### Sequential cells grouped by signal name, run 1

Bar = 50 µm. Other sequential cells in the stronger grey, the rest of the logic in the fainter grey.
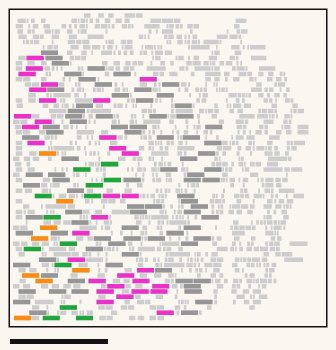
### Cell classes on the final placement, run 1

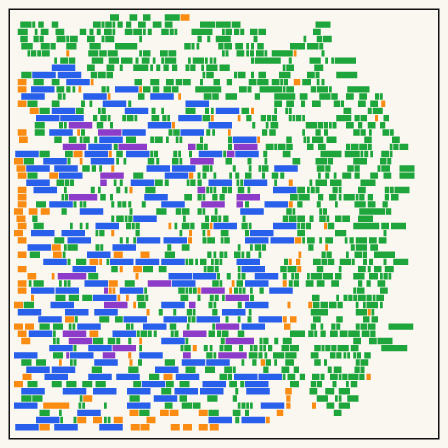
### Met3 routing, run 1

Bar = 50 µm.
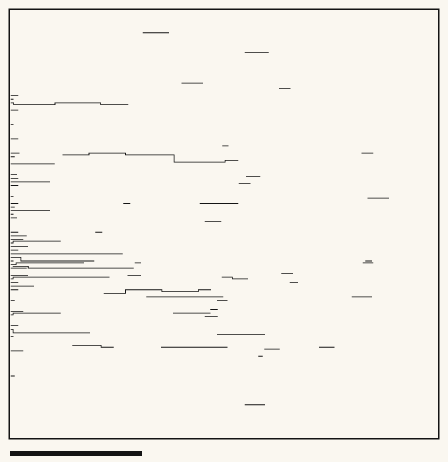
$ cat config.mk
export PLATFORM = sky130hd
export DESIGN_NAME = tdc_therm_decoder
export DESIGN_NICKNAME = d
export VERILOG_FILES = /design/src/rtl/tdc_therm_decoder.sv
export SDC_FILE = /design/constraint.sdc
export NUM_CORES = 1
export LEC_CHECK = 0
export CORE_UTILIZATION = 40
export DETAILED_ROUTE_END_ITERATION = 6
export GPL_ROUTABILITY_DRIVEN = 1
export GPL_TIMING_DRIVEN = 0
export PLACE_DENSITY_LB_ADDON = 0.08
export SKIP_LAST_GASP = 1
export SLEW_MARGIN = 5
export SYNTH_ARGS = -nofsm -noshare
export SYNTH_HDL_FRONTEND = slang
export SYNTH_SLANG_ARGS = --single-unit
$ cat constraint.sdc
create_clock -name clk -period 21.9 [get_ports clk]
set_input_delay 5.475 -clock clk [delete_from_list [all_inputs] [get_ports clk]]
set_output_delay 5.475 -clock clk [all_outputs]
set_load 0.01 [all_outputs]
$ cat src/rtl/tdc_therm_decoder.sv
// TDC readout: normalize, bubble-correct and encode an alternating-polarity delay-line snapshot.
// Latency 4 edges (capture, normalize, bubble/detect, encode); global stall when out_valid && !out_ready; optional TDC_DEC_STATS_EN error counter.
module tdc_therm_decoder #(
  parameter int N_STAGES = 32,
  parameter int FINE_W   = 5,
  parameter int COARSE_W = 8
) (
  input  logic                       clk,
  input  logic                       rstb,
  input  logic                       sample_valid,
  output logic                       sample_ready,
  input  logic [N_STAGES-1:0]        therm_in,
  input  logic                       phase_rev_in,
  input  logic [COARSE_W-1:0]        coarse_in,
  output logic                       out_valid,
  input  logic                       out_ready,
  output logic [COARSE_W+FINE_W-1:0] tdc_code,
  output logic                       out_err
`ifdef TDC_DEC_STATS_EN
  ,
  output logic [15:0]                err_cnt
`endif
);

  localparam int CNT_W = FINE_W + 1;

  logic                       stall, xfer;
  logic                       s1_valid_q, s1_valid_d, s1_phase_q, s1_phase_d;
  logic [N_STAGES-1:0]        s1_therm_q, s1_therm_d;
  logic [COARSE_W-1:0]        s1_coarse_q, s1_coarse_d;
  logic                       s2_valid_q, s2_valid_d;
  logic [N_STAGES-1:0]        s2_norm_q, s2_norm_d;
  logic [COARSE_W-1:0]        s2_coarse_q, s2_coarse_d;
  logic                       s3_valid_q, s3_valid_d, s3_multi_q, s3_multi_d;
  logic [N_STAGES-1:0]        s3_c_q, s3_c_d;
  logic [COARSE_W-1:0]        s3_coarse_q, s3_coarse_d;
  logic                       out_valid_q, out_valid_d, out_err_q, out_err_d;
  logic [COARSE_W+FINE_W-1:0] tdc_code_q, tdc_code_d;

  logic [N_STAGES-1:0] norm, corr;
  logic [N_STAGES+1:0] norm_x;
  logic [N_STAGES:0]   corr_x;
  logic [CNT_W-1:0]    fall_cnt;
  logic                multi, enc_found, enc_err;
  logic [FINE_W-1:0]   enc_fine;

  always_comb begin
    norm = '0;
    for (int i = 0; i < N_STAGES; i++) norm[i] = s1_therm_q[i] ^ i[0] ^ s1_phase_q;
  end

  // Boundaries: a virtual passed stage below bit 0 and a virtual idle stage above the top.
  always_comb begin
    norm_x   = {1'b0, s2_norm_q, 1'b1};
    corr     = '0;
    for (int i = 0; i < N_STAGES; i++)
      corr[i] = (norm_x[i] & norm_x[i+1]) | (norm_x[i] & norm_x[i+2]) | (norm_x[i+1] & norm_x[i+2]);
    corr_x   = {1'b0, corr};
    fall_cnt = '0;
    for (int i = 0; i < N_STAGES; i++)
      if (corr_x[i] && !corr_x[i+1]) fall_cnt = fall_cnt + CNT_W'(1);
    multi    = (fall_cnt > CNT_W'(1));
  end

  always_comb begin
    enc_found = 1'b0;
    enc_fine  = FINE_W'(N_STAGES - 1);
    for (int i = 0; i < N_STAGES; i++) begin
      if (!enc_found && !s3_c_q[i]) begin
        enc_fine  = FINE_W'(i);
        enc_found = 1'b1;
      end
    end
    enc_err = enc_found ? s3_multi_q : 1'b1;
  end

  always_comb begin
    stall        = out_valid_q && !out_ready;
    sample_ready = !stall;
    xfer         = sample_valid && !stall;
    s1_valid_d  = s1_valid_q;  s1_therm_d  = s1_therm_q;  s1_phase_d = s1_phase_q;
    s1_coarse_d = s1_coarse_q;
    s2_valid_d  = s2_valid_q;  s2_norm_d   = s2_norm_q;   s2_coarse_d = s2_coarse_q;
    s3_valid_d  = s3_valid_q;  s3_c_d      = s3_c_q;      s3_multi_d  = s3_multi_q;
    s3_coarse_d = s3_coarse_q;
    out_valid_d = out_valid_q; tdc_code_d  = tdc_code_q;  out_err_d   = out_err_q;
    if (!stall) begin
      s1_valid_d = xfer;
      if (xfer) begin
        s1_therm_d  = therm_in;
        s1_phase_d  = phase_rev_in;
        s1_coarse_d = coarse_in;
      end
      s2_valid_d = s1_valid_q;
      if (s1_valid_q) begin
        s2_norm_d   = norm;
        s2_coarse_d = s1_coarse_q;
      end
      s3_valid_d = s2_valid_q;
      if (s2_valid_q) begin
        s3_c_d      = corr;
        s3_multi_d  = multi;
        s3_coarse_d = s2_coarse_q;
      end
      out_valid_d = s3_valid_q;
      if (s3_valid_q) begin
        tdc_code_d = {s3_coarse_q, enc_fine};
        out_err_d  = enc_err;
      end
    end
  end

  always_ff @(posedge clk or negedge rstb) begin
    if (!rstb) begin
      s1_valid_q  <= 1'b0; s1_therm_q <= '0; s1_phase_q <= 1'b0; s1_coarse_q <= '0;
      s2_valid_q  <= 1'b0; s2_norm_q  <= '0; s2_coarse_q <= '0;
      s3_valid_q  <= 1'b0; s3_c_q     <= '0; s3_multi_q  <= 1'b0; s3_coarse_q <= '0;
      out_valid_q <= 1'b0; tdc_code_q <= '0; out_err_q   <= 1'b0;
    end else begin
      s1_valid_q  <= s1_valid_d;  s1_therm_q <= s1_therm_d; s1_phase_q <= s1_phase_d;
      s1_coarse_q <= s1_coarse_d;
      s2_valid_q  <= s2_valid_d;  s2_norm_q  <= s2_norm_d;  s2_coarse_q <= s2_coarse_d;
      s3_valid_q  <= s3_valid_d;  s3_c_q     <= s3_c_d;     s3_multi_q  <= s3_multi_d;
      s3_coarse_q <= s3_coarse_d;
      out_valid_q <= out_valid_d; tdc_code_q <= tdc_code_d; out_err_q   <= out_err_d;
    end
  end

  assign out_valid = out_valid_q;
  assign tdc_code  = tdc_code_q;
  assign out_err   = out_err_q;

`ifdef TDC_DEC_STATS_EN
  logic [15:0] err_cnt_q, err_cnt_d;

  always_comb begin
    err_cnt_d = err_cnt_q;
    if (out_valid_q && out_ready && out_err_q && (err_cnt_q != 16'hFFFF))
      err_cnt_d = err_cnt_q + 16'd1;
  end

  always_ff @(posedge clk or negedge rstb) begin
    if (!rstb) err_cnt_q <= '0;
    else       err_cnt_q <= err_cnt_d;
  end

  assign err_cnt = err_cnt_q;
`endif

endmodule

==> flow_metrics.py, run 1 <==
# Physical implementation metrics
metrics = {
    "outcome": {
        "status": "complete, no violations",
    },
    "logic_synthesis": {
        "avgSynthCellArea_um2": 9.15,
        "ys_cells": 1119,
        "synth_flops": 140,
        "synth_seq_share": 0.342,
        "topCombFamilyByArea": "simple AND/OR/NAND/NOR gates",
        "topCellsByArea": "dfrtp_1, mux2_2, nand2_1",
        "top_area_cell": "dfrtp_1",
        "synth_cell_types": 98,
        "synth-xor-area-share": 0.160,
        "top_cell_area_share": 0.342,
        "synth_warnings": 0,
        "compound_area_frac": 0.160,
        "ys_area_um2": 10200,
        "syn_nets": 1193,
        "ys_sh_simple": 0.187,
        "syn_inst": 1119,
        "syn_area_um2": 10200,
        "synth_async_sr_flop_share": 1.00,
        "ys_sh_mux": 0.0770,
        "fa_ha_area_frac": 0.0355,
        "synth-edff-count": 0,
        "ys.flop_type": "dfrtp_1",
    },
    "clocking": {
        "numCtsBuffers": 17,
        "cts_tree": "done",
        "clk_pin_slew_worst_paths_ns": 0.06,
        "cts-root-buf": "clkbuf_16",
        "clock_path_buffers": 2,
        "hold_buffers": 0,
        "clock_sinks": 140,
        "post_cts_buffers": 0,
        "htree_num_levels": 4,
        "ctsResizeCount": 0,
        "worstSkewPairLatency_ns": 0.42,
    },
    "grt": {
        "grt_start_max_net_pins": 74,
        "grt_pass1_wl_mm": 42.0,
        "antenna_found_initial": 1,
        "grt.total_usage": 0.199,
        "grt_pass1_vias": 7955,
        "grt-ovfl-total": 0,
    },
    "setup_path": {
        "critPathLaunch": "s2_norm_q[0]",
        "cp-start-kind": "register",
        "slowest_delay_ns": 0.48,
        "worstSetupPathDepth": 96,
        "crit_required_ns": 22.24,
        "criticalPathCategory": "register to register",
        "endpoint": "s3_multi_q",
        "reg2reg_to": "s3_multi_q",
        "cp_max_fo": 9,
        "arrival_ns": 20.64,
        "crit_buf_inv": 6,
        "rr_startpoint": "s2_norm_q[0]",
        "path_delay_family": "adder cells",
        "crit_top_cell": "ha_1",
        "rrSetupSlack_ns": 1.60,
        "reg2reg_depth": 96,
        "crit_path_top_delay_cell": "or3b_2",
        "end_kind": "register",
    },
    "floorplanning": {
        "core-area_um2": 25100,
        "io-pin-count": 61,
        "row_count": 58,
        "fp.dieH_um": 162,
        "initCoreUtil": 0.408,
        "die-area_um2": 26200,
        "die_w_um": 162,
    },
    "finish": {
        "finish.net_count": 1273,
        "fin_util": 0.476,
        "fillers": 2531,
        "n_antenna_cell": 0,
        "drive_gt1_frac": 0.142,
        "synthToLayoutAreaGrowth_pct": 16.8,
    },
    "timing": {
        "max_freq_mhz": 49.3,
        "hold_viol_final": 0,
        "setup_viol": 0,
        "rsz0062_at_grt": "no",
        "period_minus_slack_ns": 20.30,
        "slew_headroom": 0.429,
        "fin_tns_setup_ns": 0,
        "skew_ns": 0.00747,
        "tightest_slew_ns": 0.856,
        "min_period_over_period": 0.927,
        "slew_violations": 0,
    },
    "drt": {
        "first_pass_iters": 5,
        "antenna_left": 0,
        "drt-total-wl_mm": 24.9,
        "wl_per_cell_um": 16.1,
        "drc": 0,
        "num_vias": 8149,
        "drt_iter0_drc": 445,
        "vias_per_cell": 5.28,
    },
    "placement": {
        "portBuffers": 60,
        "gp_congestion": 0.837,
        "dp_hpwl_mm": 18.9,
    },
    "run": {
        "cap_violations": 0,
        "warning_count": 26,
    },
    "worst_hold_path": {
        "hold_path.class": "register to register",
    },
}
Back to the opening pictures, 'Sequential cells grouped by signal name':
netlist name	colour	sequential cells
s1_therm_q	magenta	32
s2_coarse_q	orange	8
tdc_code	green	13
not coloured	87

Back to the opening pictures, 'Cell classes on the final placement':
class	colour	cells	share of their area
flops	blue	140	30%
clock drivers and dummy loads	purple	32	5.7%
other buffers and delay cells	orange	132	8.1%
combinational and other logic	green	908	56%

Back to the opening pictures, 'Met3 routing':
longest straight run	42.1 µm
wire length on this layer	799 µm
main direction	horizontal

==> run 1: stage by stage <==
| stage | hold slack (ns) | setup slack, ns | cells | cell area [µm²] |
|---|---|---|---|---|
| after floorplan | 0.433 | 3.42 | 1119 | 10200 |
| after global placement | 0.446 | 1.39 | 1509 | 11200 |
| after detailed placement | 0.452 | 1.37 | 1510 | 11300 |
| after CTS | 0.470 | 1.29 | 1542 | 11900 |
| after global routing | 0.489 | 0.0311 | 1542 | 12000 |
| final | 0.464 | 1.60 | 1542 | 12000 |
==> run 1: state kept, by name (all words and copies together), names as in the netlist, 8 cells and up <==
register	cells
s1_therm_q	32
s2_norm_q	32
s3_c_q	32
tdc_code	13
s1_coarse_q	8
s2_coarse_q	8
s3_coarse_q	8
==> run 1: layout by cell type (no fill, tap or decap), types with 14 or more instances in the layout <==
cell,count
inv_1,23
xor2_1,48
mux2_2,62
xnor2_1,62
clkbuf_16,17
a21oi_1,71
o31ai_1,36
nor3_1,14
clkbuf_1,40
nand2_1,176
dfrtp_1,140
o21ai_0,57
nor2_1,77
ha_1,29
clkdlybuf4s50_1,59
buf_2,16
==> run 1: per-layer routing <==
layer / part of all wire / GRT usage
met1: 0.51 / 0.284
met2: 0.45 / 0.312
met3: 0.032 / 0.0365
met4: 0.0080 / 0.0412
met5: 0.00060 / 0
==> run 1: cell usage after synthesis, types with 7 or more instances <==
master / count
nand2_1: 176
dfrtp_1: 140
nor2_1: 77
a21oi_1: 71
mux2_2: 62
xnor2_1: 62
o21ai_0: 58
xor2_1: 48
clkbuf_1: 41
o31ai_1: 36
ha_1: 29
inv_1: 23
buf_2: 16
nor3_1: 15
nand2b_1: 12
nand4_1: 12
xnor2_2: 11
and2_1: 10
and3_1: 10
nand3_1: 10
o22ai_1: 10
buf_1: 9
mux2i_1: 9
nand3b_1: 8
nor2b_1: 8
nor3b_1: 7
xnor3_1: 7
==> run 1: worst min path at each step <==
stage	to	depth (start not counted)	from	slack (ns)
2_1_floorplan	tdc_code[10]	2	s3_coarse_q[5]	0.43
3_3_place_gp	tdc_code[11]	2	s3_coarse_q[6]	0.45
3_5_place_dp	tdc_code[11]	2	s3_coarse_q[6]	0.45
4_1_cts	tdc_code[11]	2	s3_coarse_q[6]	0.47
5_1_grt	tdc_code[9]	2	s3_coarse_q[4]	0.49
6_report	tdc_code[5]	2	s3_coarse_q[0]	0.46
==> run 1: final cells by class <==
type,count,area (µm²),area share
plain buffers,70,303,0.0253
clock buffers,19,443,0.0371
clock inverters,13,213,0.0178
inverters,25,93.8,0.00785
multi-input cells,883,6350,0.531
flip-flops and latches,140,3500,0.293
well taps,330,413,0.0345
repair buffers,62,637,0.0533
### Placement density heat map, run 1

16 x 16 tiles, from white (low) to dark blue (high), 0 to 100% covered.
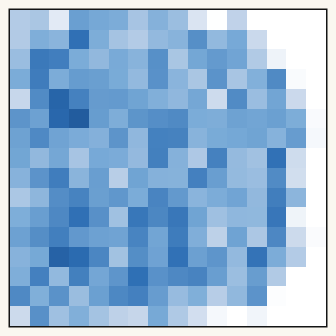

==> run 2, diff against run 1 <==
--- a/config.mk
+++ b/config.mk
@@ -9,7 +9,8 @@
 export DETAILED_ROUTE_END_ITERATION = 6
 export GPL_ROUTABILITY_DRIVEN = 1
 export GPL_TIMING_DRIVEN = 0
-export PLACE_DENSITY_LB_ADDON = 0.08
+export MAX_ROUTING_LAYER = met4
+export PLACE_DENSITY = 0.65
 export SKIP_LAST_GASP = 1
 export SLEW_MARGIN = 5
 export SYNTH_ARGS = -nofsm -noshare
### Placement density heat map, run 2

16 x 16 tiles, from white (low) to dark blue (high), 0 to 100% covered.
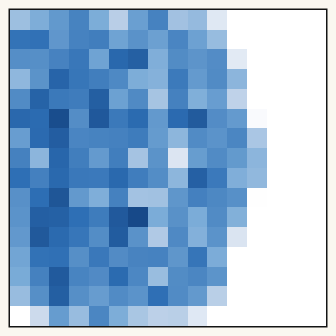
tiles over 75% full	11%
fullest tile	90%
nearly empty tiles	27%
emptiest ninth of the die	south-east
mean over tiles	44%

### Cell classes on the final placement, run 2

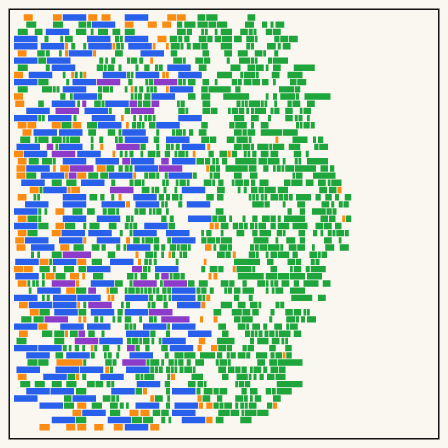
class	colour	cells	share of their area
flops	blue	140	31%
other buffers and delay cells	orange	132	8.2%
clock drivers and dummy loads	purple	31	5.1%
combinational and other logic	green	908	56%
flop share of the area: 0.295
final core utilization: 0.472
core area: 25100 µm²
fin area: 11900 µm²

==> run 2 against run 1 <==
  * Sequential cell count unchanged
  * Largest cell class unchanged
  * Utilization down 0.35 points
  * Cell area down 0.74%
  * Worst setup slack better by 0.019 ns
  * Synthesized area unchanged
==> flow_metrics.py, run 2 <==
# Physical implementation metrics
metrics = {
    "outcome": {
        "status": "complete, no violations",
    },
    "finish": {
        "final_common_cell": "nand2_1",
        "finish.net_count": 1273,
        "synthToLayoutAreaGrowth_pct": 15.9,
        "layout.cells.non_filler": 1541,
        "n_antenna_cell": 0,
        "lay_top_cells": "nand2_1, dfrtp_1, nor2_1, a21oi_1",
        "drive_gt1_frac": 0.139,
        "top_regs": "s1_therm_q x32, s2_norm_q x32, s3_c_q x32",
    },
    "setup_path": {
        "path_delay_family": "adder cells",
        "end_kind": "register",
        "reg2reg_depth": 99,
        "worstSetupPathDepth": 99,
        "crit_buf_inv": 7,
        "cp_max_fo": 10,
        "crit_required_ns": 22.24,
        "criticalPathCategory": "register to register",
        "arrival_ns": 20.62,
        "cp-start-kind": "register",
        "crit_top_cell": "ha_1",
        "slowest_delay_ns": 0.48,
        "crit_path_top_delay_cell": "or3b_2",
    },
    "logic_synthesis": {
        "syn_area_um2": 10200,
        "synth_flops": 140,
        "ys.flop_type": "dfrtp_1",
        "syn_nets": 1193,
        "ys_cells": 1119,
        "ys_top_cells_by_count": "nand2_1, dfrtp_1, nor2_1",
        "yosysMostFrequentCell": "nand2_1",
        "avgSynthCellArea_um2": 9.15,
        "ys_area_um2": 10200,
        "syn_inst": 1119,
        "synth_cell_types": 98,
        "topCellsByArea": "dfrtp_1, mux2_2, nand2_1",
        "synth-edff-count": 0,
        "top_cell_area_share": 0.342,
        "synth_seq_share": 0.342,
        "synth_async_sr_flop_share": 1.00,
        "synth_warnings": 0,
        "top_area_cell": "dfrtp_1",
    },
    "clocking": {
        "htree_num_levels": 4,
        "clock_path_buffers": 2,
        "clk_pin_slew_worst_paths_ns": 0.06,
        "numCtsBuffers": 17,
        "ctsResizeCount": 0,
        "worstSkewPairLatency_ns": 0.42,
        "cts_tree": "done",
        "hold_buffers": 0,
        "cts-root-buf": "clkbuf_16",
        "post_cts_buffers": 0,
        "clock_sinks": 140,
    },
    "timing": {
        "tightest_slew_ns": 0.911,
        "fin_tns_setup_ns": 0,
        "rsz0062_at_grt": "no",
        "slew_headroom": 0.392,
        "hold_viol_final": 0,
        "min_period_over_period": 0.926,
        "slew_violations": 0,
        "period_minus_slack_ns": 20.28,
        "skew_ns": 0.0101,
        "setup_viol": 0,
        "max_freq_mhz": 49.3,
    },
    "floorplanning": {
        "io-pin-count": 61,
        "initCoreUtil": 0.408,
        "fp.dieH_um": 162,
        "die_w_um": 162,
        "die-area_um2": 26200,
        "row_count": 58,
    },
    "run": {
        "warning_count": 26,
        "cap_violations": 0,
    },
    "drt": {
        "num_vias": 8321,
        "first_pass_iters": 5,
        "antenna_left": 0,
        "vias_per_cell": 5.40,
        "drt_iter0_drc": 562,
        "wl_per_cell_um": 15.2,
        "drt-total-wl_mm": 23.5,
        "drc": 0,
    },
    "grt": {
        "grt.total_usage": 0.189,
        "grt-ovfl-total": 0,
        "antenna_found_initial": 0,
        "grt_pass1_wl_mm": 39.0,
        "grt_start_max_net_pins": 85,
        "grt_pass1_vias": 7945,
    },
    "placement": {
        "dp_hpwl_mm": 18.0,
        "place_area_um2": 11300,
        "gp_congestion": 0.876,
        "portBuffers": 60,
        "place_inst": 1510,
    },
    "worst_hold_path": {
        "holdPathStages": 2,
        "hold_path.class": "register to register",
    },
}
### Sequential cells grouped by signal name, run 2

Bar = 50 µm. Other sequential cells in the stronger grey, the rest of the logic in the fainter grey.
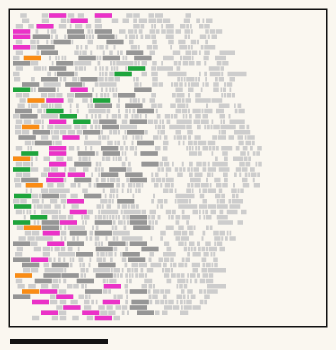
netlist name	colour	sequential cells
s2_coarse_q	orange	8
s1_therm_q	magenta	32
tdc_code	green	13
register area: 3500 µm²

==> run 2: cell counts after synthesis <==
Identical to the previous run, type by type.
==> run 2: final timing paths <==
path / startpoint / end / slack [ns]
min in group asynchronous: rstb / s1_therm_q[3] / 5.09
setup / recovery: s2_norm_q[1] / s3_multi_q / 1.62
setup reg to reg: s2_norm_q[1] / s3_multi_q / 1.62
max in group asynchronous: rstb / s2_norm_q[28] / 16.05
hold / removal: s3_coarse_q[0] / tdc_code[5] / 0.48
hold reg to reg: s3_coarse_q[0] / tdc_code[5] / 0.48
==> run 2: stage by stage <==
stage / setup slack [ns] / hold WS, ns / utilization
floorplan: 3.42 / 0.433 / -
global placement: 1.69 / 0.445 / 0.448
detailed placement: 1.57 / 0.451 / 0.449
CTS: 1.52 / 0.478 / 0.472
global route: 0.0930 / 0.510 / 0.472
finish: 1.62 / 0.478 / 0.472
==> run 2: final cells by class <==
class | instances | area, µm²
fillers | 2429 | 13200
clock inverters | 14 | 161
plain buffers | 71 | 307
multi-input cells | 883 | 6330
inverters | 25 | 93.8
clock buffers | 17 | 425
well taps | 330 | 413
repair buffers | 61 | 629
flip-flops and latches | 140 | 3500
==> run 2: per-layer routing <==
layer	track usage	up-vias	routed length, µm
met4	0.0643	0	554
li1	-	4105	-
met3	0.0232	42	828
met5	-	-	0
met1	0.243	3986	11000
met2	0.307	188	11100
==> run 2: cell families (layout without fill, tap and decap cells) <==
| group | after synthesis | count (layout) | synth area share |
|---|---|---|---|
| AOI/OAI and AO/OA | 250 | 250 | 0.160 |
| xor gates and xnor gates | 143 | 143 | 0.160 |
| adders and majority gates | 29 | 29 | 0.0355 |
| buffers and inverters | 96 | 188 | 0.0390 |
| DFF | 140 | 140 | 0.342 |
| muxes | 71 | 71 | 0.0770 |
| and+or+nand+nor | 390 | 390 | 0.187 |
==> run 2: worst min-delay path: cells and delay by family, from the launching register on <==
kind	cells	cell delay [ns]
flip-flops	1	0.35
AND/OR/NAND/NOR	2	0.10
